## config.mk

```make
export PLATFORM = sky130hd
export DESIGN_NAME = fpga_cfg_loader
export DESIGN_NICKNAME = d
export VERILOG_FILES = /design/src/rtl/fpga_cfg_pkg.sv /design/src/rtl/cfg_piso.sv /design/src/rtl/fpga_cfg_loader.sv
export SDC_FILE = /design/constraint.sdc
export NUM_CORES = 1
export LEC_CHECK = 0
export CAP_MARGIN = 20
export CORE_UTILIZATION = 51
export CTS_CLUSTER_DIAMETER = 100
export DETAILED_ROUTE_END_ITERATION = 8
export MAX_ROUTING_LAYER = met4
export PLACE_DENSITY = 0.91
export SLEW_MARGIN = 20
export SYNTH_ARGS = -nofsm -noshare
export SYNTH_HDL_FRONTEND = slang
export SYNTH_SLANG_ARGS = --single-unit
```

## constraint.sdc

```tcl
create_clock -name clk -period 2.6 [get_ports clk]
set_input_delay 0.26 -clock clk [delete_from_list [all_inputs] [get_ports clk]]
set_output_delay 0.26 -clock clk [all_outputs]
set_load 0.02 [all_outputs]
```

## src/rtl/fpga_cfg_pkg.sv

```systemverilog
// Shared types and default sizes for the FPGA configuration-chain loader.
package fpga_cfg_pkg;
  localparam int DEF_WORD_W    = 32;
  localparam int DEF_CHAIN_LEN = 4096;

  typedef enum logic [2:0] {IDLE, LOAD, SHIFT, SET, DONE} state_t;
endpackage

```

## src/rtl/cfg_piso.sv

```systemverilog
// Parallel-in serial-out word register; emits bit 0 first, shifting right.
module cfg_piso #(
  parameter int WORD_W = 32
) (
  input  logic              clk,
  input  logic              rst,
  input  logic              load,
  input  logic              shift,
  input  logic [WORD_W-1:0] din,
  output logic              dout
);
  logic [WORD_W-1:0] shreg;

  always_ff @(posedge clk) begin
    if (!rst)       shreg <= '0;
    else if (load)  shreg <= din;
    else if (shift) shreg <= shreg >> 1;
  end

  assign dout = shreg[0];
endmodule

```

## src/rtl/fpga_cfg_loader.sv

```systemverilog
// Streams bitstream words serially into the fabric configuration chain, then latches it.
// Optional readback of the chain's shift_out is enabled by defining FPGA_CFG_READBACK_EN.
module fpga_cfg_loader import fpga_cfg_pkg::*; #(
  parameter int WORD_W    = DEF_WORD_W,
  parameter int CHAIN_LEN = DEF_CHAIN_LEN,
  parameter int CNT_W     = $clog2(CHAIN_LEN+1)
) (
  input  logic              clk,
  input  logic              rst,
  input  logic              start,
  input  logic              abort,
  input  logic              word_valid,
  input  logic [WORD_W-1:0] word_data,
  output logic              word_ready,
  output logic              cen,
  output logic              cfg_shift,
  output logic              cset,
  input  logic              chain_in,
  output logic              busy,
  output logic              done,
  output logic [WORD_W-1:0] rb_data,
  output logic              rb_valid
);
  localparam int WC_W = $clog2(WORD_W+1);

  state_t            state, state_n;
  logic [CNT_W-1:0]  cnt;
  logic [WC_W-1:0]   wcnt;
  logic              hs, last_chain, last_word, piso_out;

  assign hs         = word_valid && word_ready;
  assign last_chain = (cnt == CNT_W'(CHAIN_LEN-1));
  assign last_word  = (wcnt == WC_W'(WORD_W-1));

  always_ff @(posedge clk) begin
    if (!rst) state <= IDLE;
    else      state <= state_n;
  end

  // abort gates the commit-type outputs so a cancelled load never latches
  always_comb begin
    state_n    = state;
    word_ready = 1'b0;
    cen        = 1'b0;
    cset       = 1'b0;
    done       = 1'b0;
    busy       = 1'b1;
    unique case (state)
      IDLE: begin
        busy = 1'b0;
        if (start) state_n = LOAD;
      end
      LOAD: begin
        word_ready = !abort;
        if (abort)           state_n = IDLE;
        else if (word_valid) state_n = SHIFT;
      end
      SHIFT: begin
        cen = 1'b1;
        if (abort)           state_n = IDLE;
        else if (last_chain) state_n = SET;
        else if (last_word)  state_n = LOAD;
      end
      SET: begin
        cset    = !abort;
        state_n = abort ? IDLE : DONE;
      end
      DONE: begin
        done    = !abort;
        state_n = IDLE;
      end
      default: state_n = IDLE;
    endcase
  end

  always_ff @(posedge clk) begin
    if (!rst) begin
      cnt  <= '0;
      wcnt <= '0;
    end else begin
      if (state == IDLE && start) cnt <= '0;
      else if (cen)               cnt <= cnt + CNT_W'(1);
      if (hs)       wcnt <= '0;
      else if (cen) wcnt <= wcnt + WC_W'(1);
    end
  end

  cfg_piso #(.WORD_W(WORD_W)) u_piso (
    .clk   (clk),
    .rst   (rst),
    .load  (hs),
    .shift (cen),
    .din   (word_data),
    .dout  (piso_out)
  );

  assign cfg_shift = cen & piso_out;

`ifdef FPGA_CFG_READBACK_EN
  // readback bit position tracks the outgoing bit position within the word
  logic [WORD_W-1:0] rb_acc, rb_next;
  logic              rb_emit;

  assign rb_next = rb_acc | (WORD_W'(chain_in) << wcnt);
  assign rb_emit = cen && (last_word || last_chain);

  always_ff @(posedge clk) begin
    if (!rst) begin
      rb_acc   <= '0;
      rb_data  <= '0;
      rb_valid <= 1'b0;
    end else begin
      rb_valid <= rb_emit;
      if (state == IDLE) rb_acc <= '0;
      else if (cen)      rb_acc <= rb_emit ? '0 : rb_next;
      if (rb_emit) rb_data <= rb_next;
    end
  end
`else
  logic unused_chain_in;
  assign unused_chain_in = chain_in;
  assign rb_data  = '0;
  assign rb_valid = 1'b0;
`endif
endmodule

```

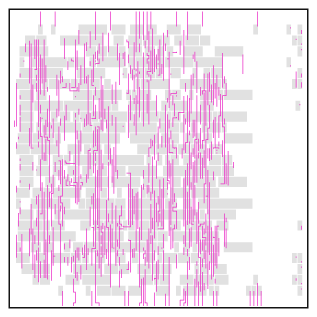
run_1/m2.png
Scale: 4 px per um.
The layer carries 2,610 um of wire. 322 nets have wire on it.
met2 routing resource usage after global routing: 34.7%
total routed wirelength: 5140 um

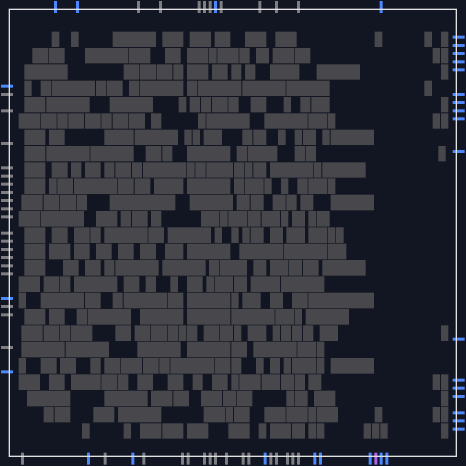
run_1/pinout.png
Scale: 6 px per um. Pins as bars across the die edge, other pins in gray.
Key: purple = rb_valid [pins 1, direction output, edge bottom]; blue = rb_data [pins 32, direction output, edge 17 right, 8 bottom, 4 top, 3 left]
die boundary width: 74.3 um
vertical die dimension: 74.3 um
total of buffers placed on input and output ports: 42

==> summary.txt, run 1 <==
Quick summary of the implementation run below.

The cell area after synthesis came out at 2660 um2. The logic area is 1310 um2. The largest registers in the layout are u_piso.shreg: 32 flops, cnt: 13 flops, wcnt: 6 flops.

The clock group total power is 0.683 mW. Per the gpl log, the routability congestion estimate is 0.770. The analysis attributes to net switching a power of 0.388 mW.

Looking at the critical path, the single cell with the biggest stage delay is clkdlybuf4s50_1. The number of multi-input combinational cells in the layout came out at 224. The post-cts hold buffer count is 0. The flip-flop and latch power came out at 0.851 mW. The number of hold violations in the final report is 0. The top-level port count came out at 77. In the synthesized netlist the dominant register cell turns out to be dfxtp_1.

Along the critical path, the tally of buffer and inverter instances is 2. Per the cell usage report, the commonest logic cell in the layout is dfxtp_1. The worst hold path passes through 2 cells. The gate-level netlist out of Yosys references 34 unique cell types. The met1 usage in global routing came out at 25.1%.

The fmax came out at 428 MHz. The minimum setup slack after placement is 0.373 ns. The most critical hold endpoint after final layout shows a slack of 0.466 ns. The overall overflow remaining after global route came out at 0. Per the post-route antenna check, the number of violating nets is 0.

Looking at the power breakdown, combinational cells take 10.8% of the total. Per the post-synthesis report, the number of cells in the design is 305. The count of vias placed by the detailed router came out at 2,206.

The relative area of non-clock buffer cells in the final design is 15.0%. Counting tap cells, the placed design contains a total of 398 instances. The post-synthesis area per instance came out at 8.73 um2. The largest part of the power goes to registers.

Per the hold report, the tightest min-delay path originates at u_piso.shreg[10]. Wire segments on met3 add up to 281 um in the final route. The global routing report lists combined usage of all routing layers as 21.0%. The number of pins with negative max-slew slack in the final report came out at 0. The met1 layer wirelength in the final routing came out at 2170 um. The antenna diode count came out at 0.

The run finished with clean final reports. The power attributed to combinational cells came out at 0.185 mW. The cell depth of the worst flop-to-flop path came out at 5. STA classifies the critical path startpoint as a flip-flop. The number of flip-flops under the largest register name came out at 32. The routed design shows a via density per instance of 5.43.

The cell with the most instances after synthesis is dfxtp_1. For reference, compound AND-OR and OR-AND cells occupy 20.2% of the area reported after synthesis. After Yosys synthesis, XOR and XNOR cells account for 5.26% of the synthesized area. The clock latency reported for the late side of the worst-skew pair came out at 0.32 ns.
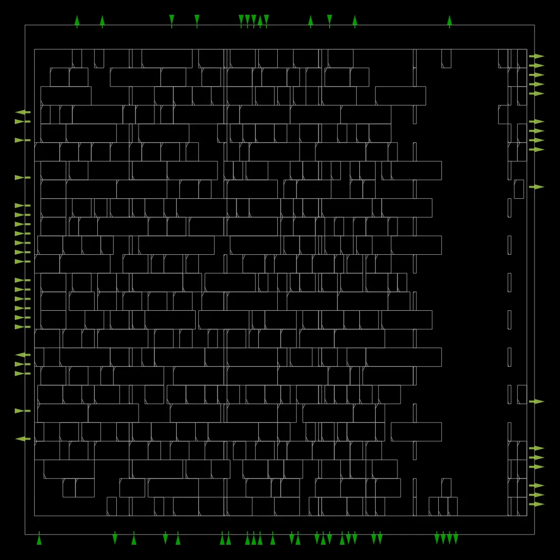
run_1/placed.png
Core Footprint: 4880 um2
number of fill cells in the layout: 407
Final Instance Count excl. Fillers: 406
registers: 54

run_1/layers.png
Scale: 4 px per um. Two of the layers only.
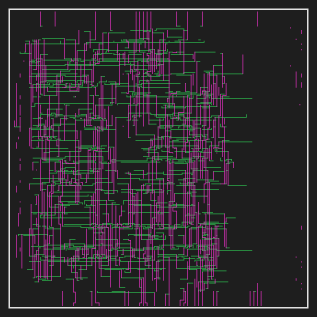

--- run 2 (diff from run 1) ---
CORE_UTILIZATION = 54   (was 51)
PLACE_DENSITY = 0.92   (was 0.91)
SYNTH_HIERARCHICAL = 1   (was unset)
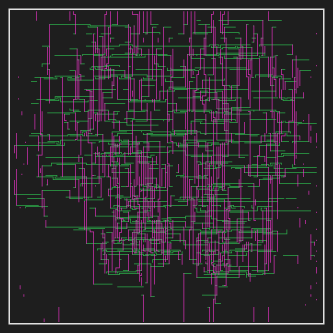
run_2/layers.png
Scale: 4 px per um. Two of the layers only.
Key: green = M1 [wire length 2,390 um]; magenta = M2 [wire length 2,750 um]

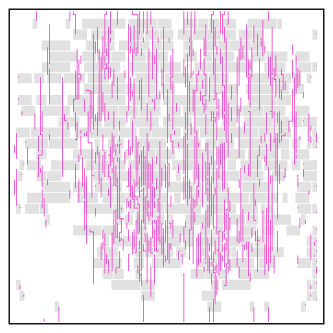
run_2/m2.png
Scale: 4 px per um.
332 nets have wire on it. The layer holds 50% of the routed length. The longest straight run is 26.2 um. The wires run mostly vertical. The layer carries 2,750 um of wire.
met2 routing resource usage after global routing: 33.9%
total routed wirelength: 5490 um
total via count after detailed routing: 2,233

==> run 2 against run 1 <==
Worst hold slack gained 0.019 ns. Highest routed layer unchanged. Via count grew 1.2%. Utilization grew 1.1 points. Worst setup slack lost 0.044 ns. Sequential share of layout area shrank 4.7 points. Synthesized cell count grew 1.3%. Die area grew 11%. Clock power shrank 15%. Critical path type unchanged. Global-route usage shrank 1.6 points. Largest cell class unchanged. Wire length grew 6.8%. First-iteration DRC count shrank 5.8%. Register-to-register slack lost 0.11 ns.
==> summary.txt, run 2 <==
Quick summary of the implementation run below.

The number of input and output port buffers inserted came to 42 (unchanged). The count of sequential standard cells came out at 54 (unchanged). The number of hold violations in the final report is 0 (unchanged). The cell total after placement came to 407 (+2.3%). The minimum setup slack after placement came to 0.263 ns (-0.110 ns).

The overall overflow remaining after global route is 0 (unchanged). The width of the die is 78.2 um (+5.4%). The post-synthesis area per instance came to 10.2 um2 (+16%). The number of stages on the worst hold path came out at 2 (unchanged).

The total of fill cells in the finished design was 454 (+12%). The number of multi-input combinational cells in the layout came to 228 (+1.8%). The post-cts hold buffer count came to 0 (unchanged). The cell with the most instances after synthesis is dfxtp_1. The clock group total power came out at 0.580 mW (-15%).

The run finished with clean final reports. The total global-route track usage came out at 19.5% (-1.6 points). The met1 layer wirelength in the final routing is 2390 um (+9.9%).

The dominant register cell is dfxtp_1. By instance count after routing, the leading logic cell type is dfxtp_1. The core outline area came out at 5540 um2 (+14%). The die outline height is 78.2 um (+5.4%). The synthesized-area fraction occupied by ao, oa, aoi and oai cells was 15.2% (-4.9 points).

The area fraction in xor and xnor cells came out at 0.837% (-4.4 points). The logic area came out at 1780 um2 (+36%). The synthesized instance count came out at 309 (+1.3%).
run_2/closeup.png
Region (19, 19) to (59, 59) um. Cells in gray, sequential cells in the stronger gray; small squares are vias.
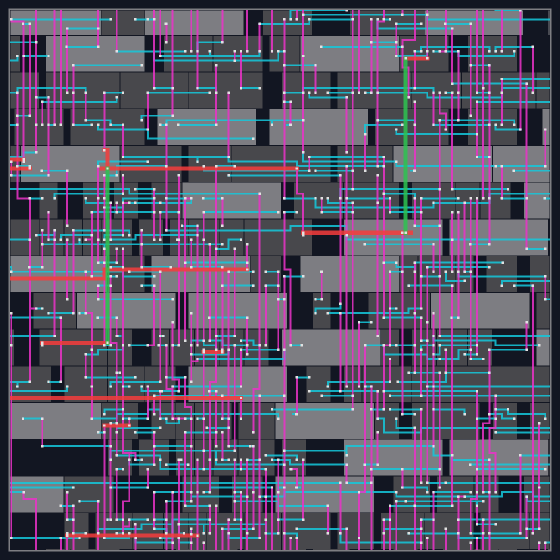

--- run 3 (diff from run 2) ---
RECOVER_POWER = 50   (was unset)
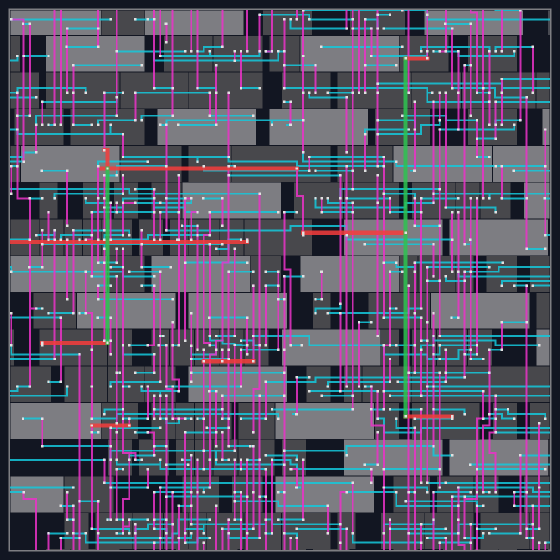
run_3/closeup.png
Region (19, 19) to (59, 59) um. Cells in gray, sequential cells in the stronger gray; small squares are vias.
Key: cyan = M1; magenta = M2; green = M4; red = M3
Netlist names of flops here include u_piso/shreg (12), cnt (10), wcnt (5). 130 logic cells have their middle in the window. Sequential cells in the window: 27. Most frequent: dfxtp_1 (27), a21oi_1 (12), o211a_1 (10).

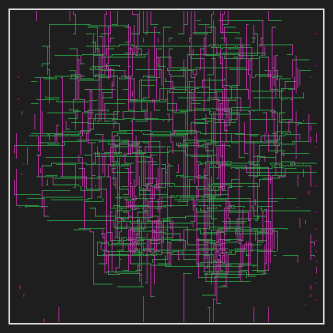
run_3/layers.png
Scale: 4 px per um. Two of the layers only.
Key: magenta = M2 [wire length 2,740 um]; green = M1 [wire length 2,490 um]

==> run 3 against run 2 <==
Clock-buffer cell count unchanged. Utilization down 0.99 points. Register-to-register slack worse by 0.26 ns. Critical endpoint is now word_ready. Critical path depth down 1. Fmax up 0.42%. Non-clock buffer count unchanged. Clock skew down 0.00081 ns. Synthesized cell count unchanged.
==> summary.txt, run 3 <==
Quick summary of the implementation run below.

The flow ran to the end, and the final reports show no timing, DRC or antenna violations. The total global-route track usage came to 19.5% (unchanged). The synthesized-area fraction occupied by ao, oa, aoi and oai cells was 15.2% (unchanged). The logic area came out at 1750 um2 (-1.5%). The number of hold violations in the final report came out at 0 (unchanged). Per the cell usage report, the commonest logic cell in the layout is dfxtp_1.

The area fraction in xor and xnor cells came out at 0.837% (unchanged). By instance count, the leading cell after synthesis is dfxtp_1. The minimum setup slack after placement is 0.263 ns (unchanged). The die outline height was 78.2 um (unchanged). The number of input and output port buffers inserted is 42 (unchanged).

The number of stages on the worst hold path came out at 2 (unchanged). The count of vias placed by the detailed router came out at 2,230 (-0.13%). The post-cts hold buffer count is 0 (unchanged).

The met1 layer wirelength in the final routing is 2490 um (+4.4%). Among all flip-flop cells after synthesis, the most frequent one is dfxtp_1. The count of sequential standard cells came out at 54 (unchanged).

The cell total after placement came out at 407 (unchanged). The overall overflow remaining after global route came out at 0 (unchanged). The core outline area is 5540 um2 (unchanged).
Power and IR drop assume default switching activity.
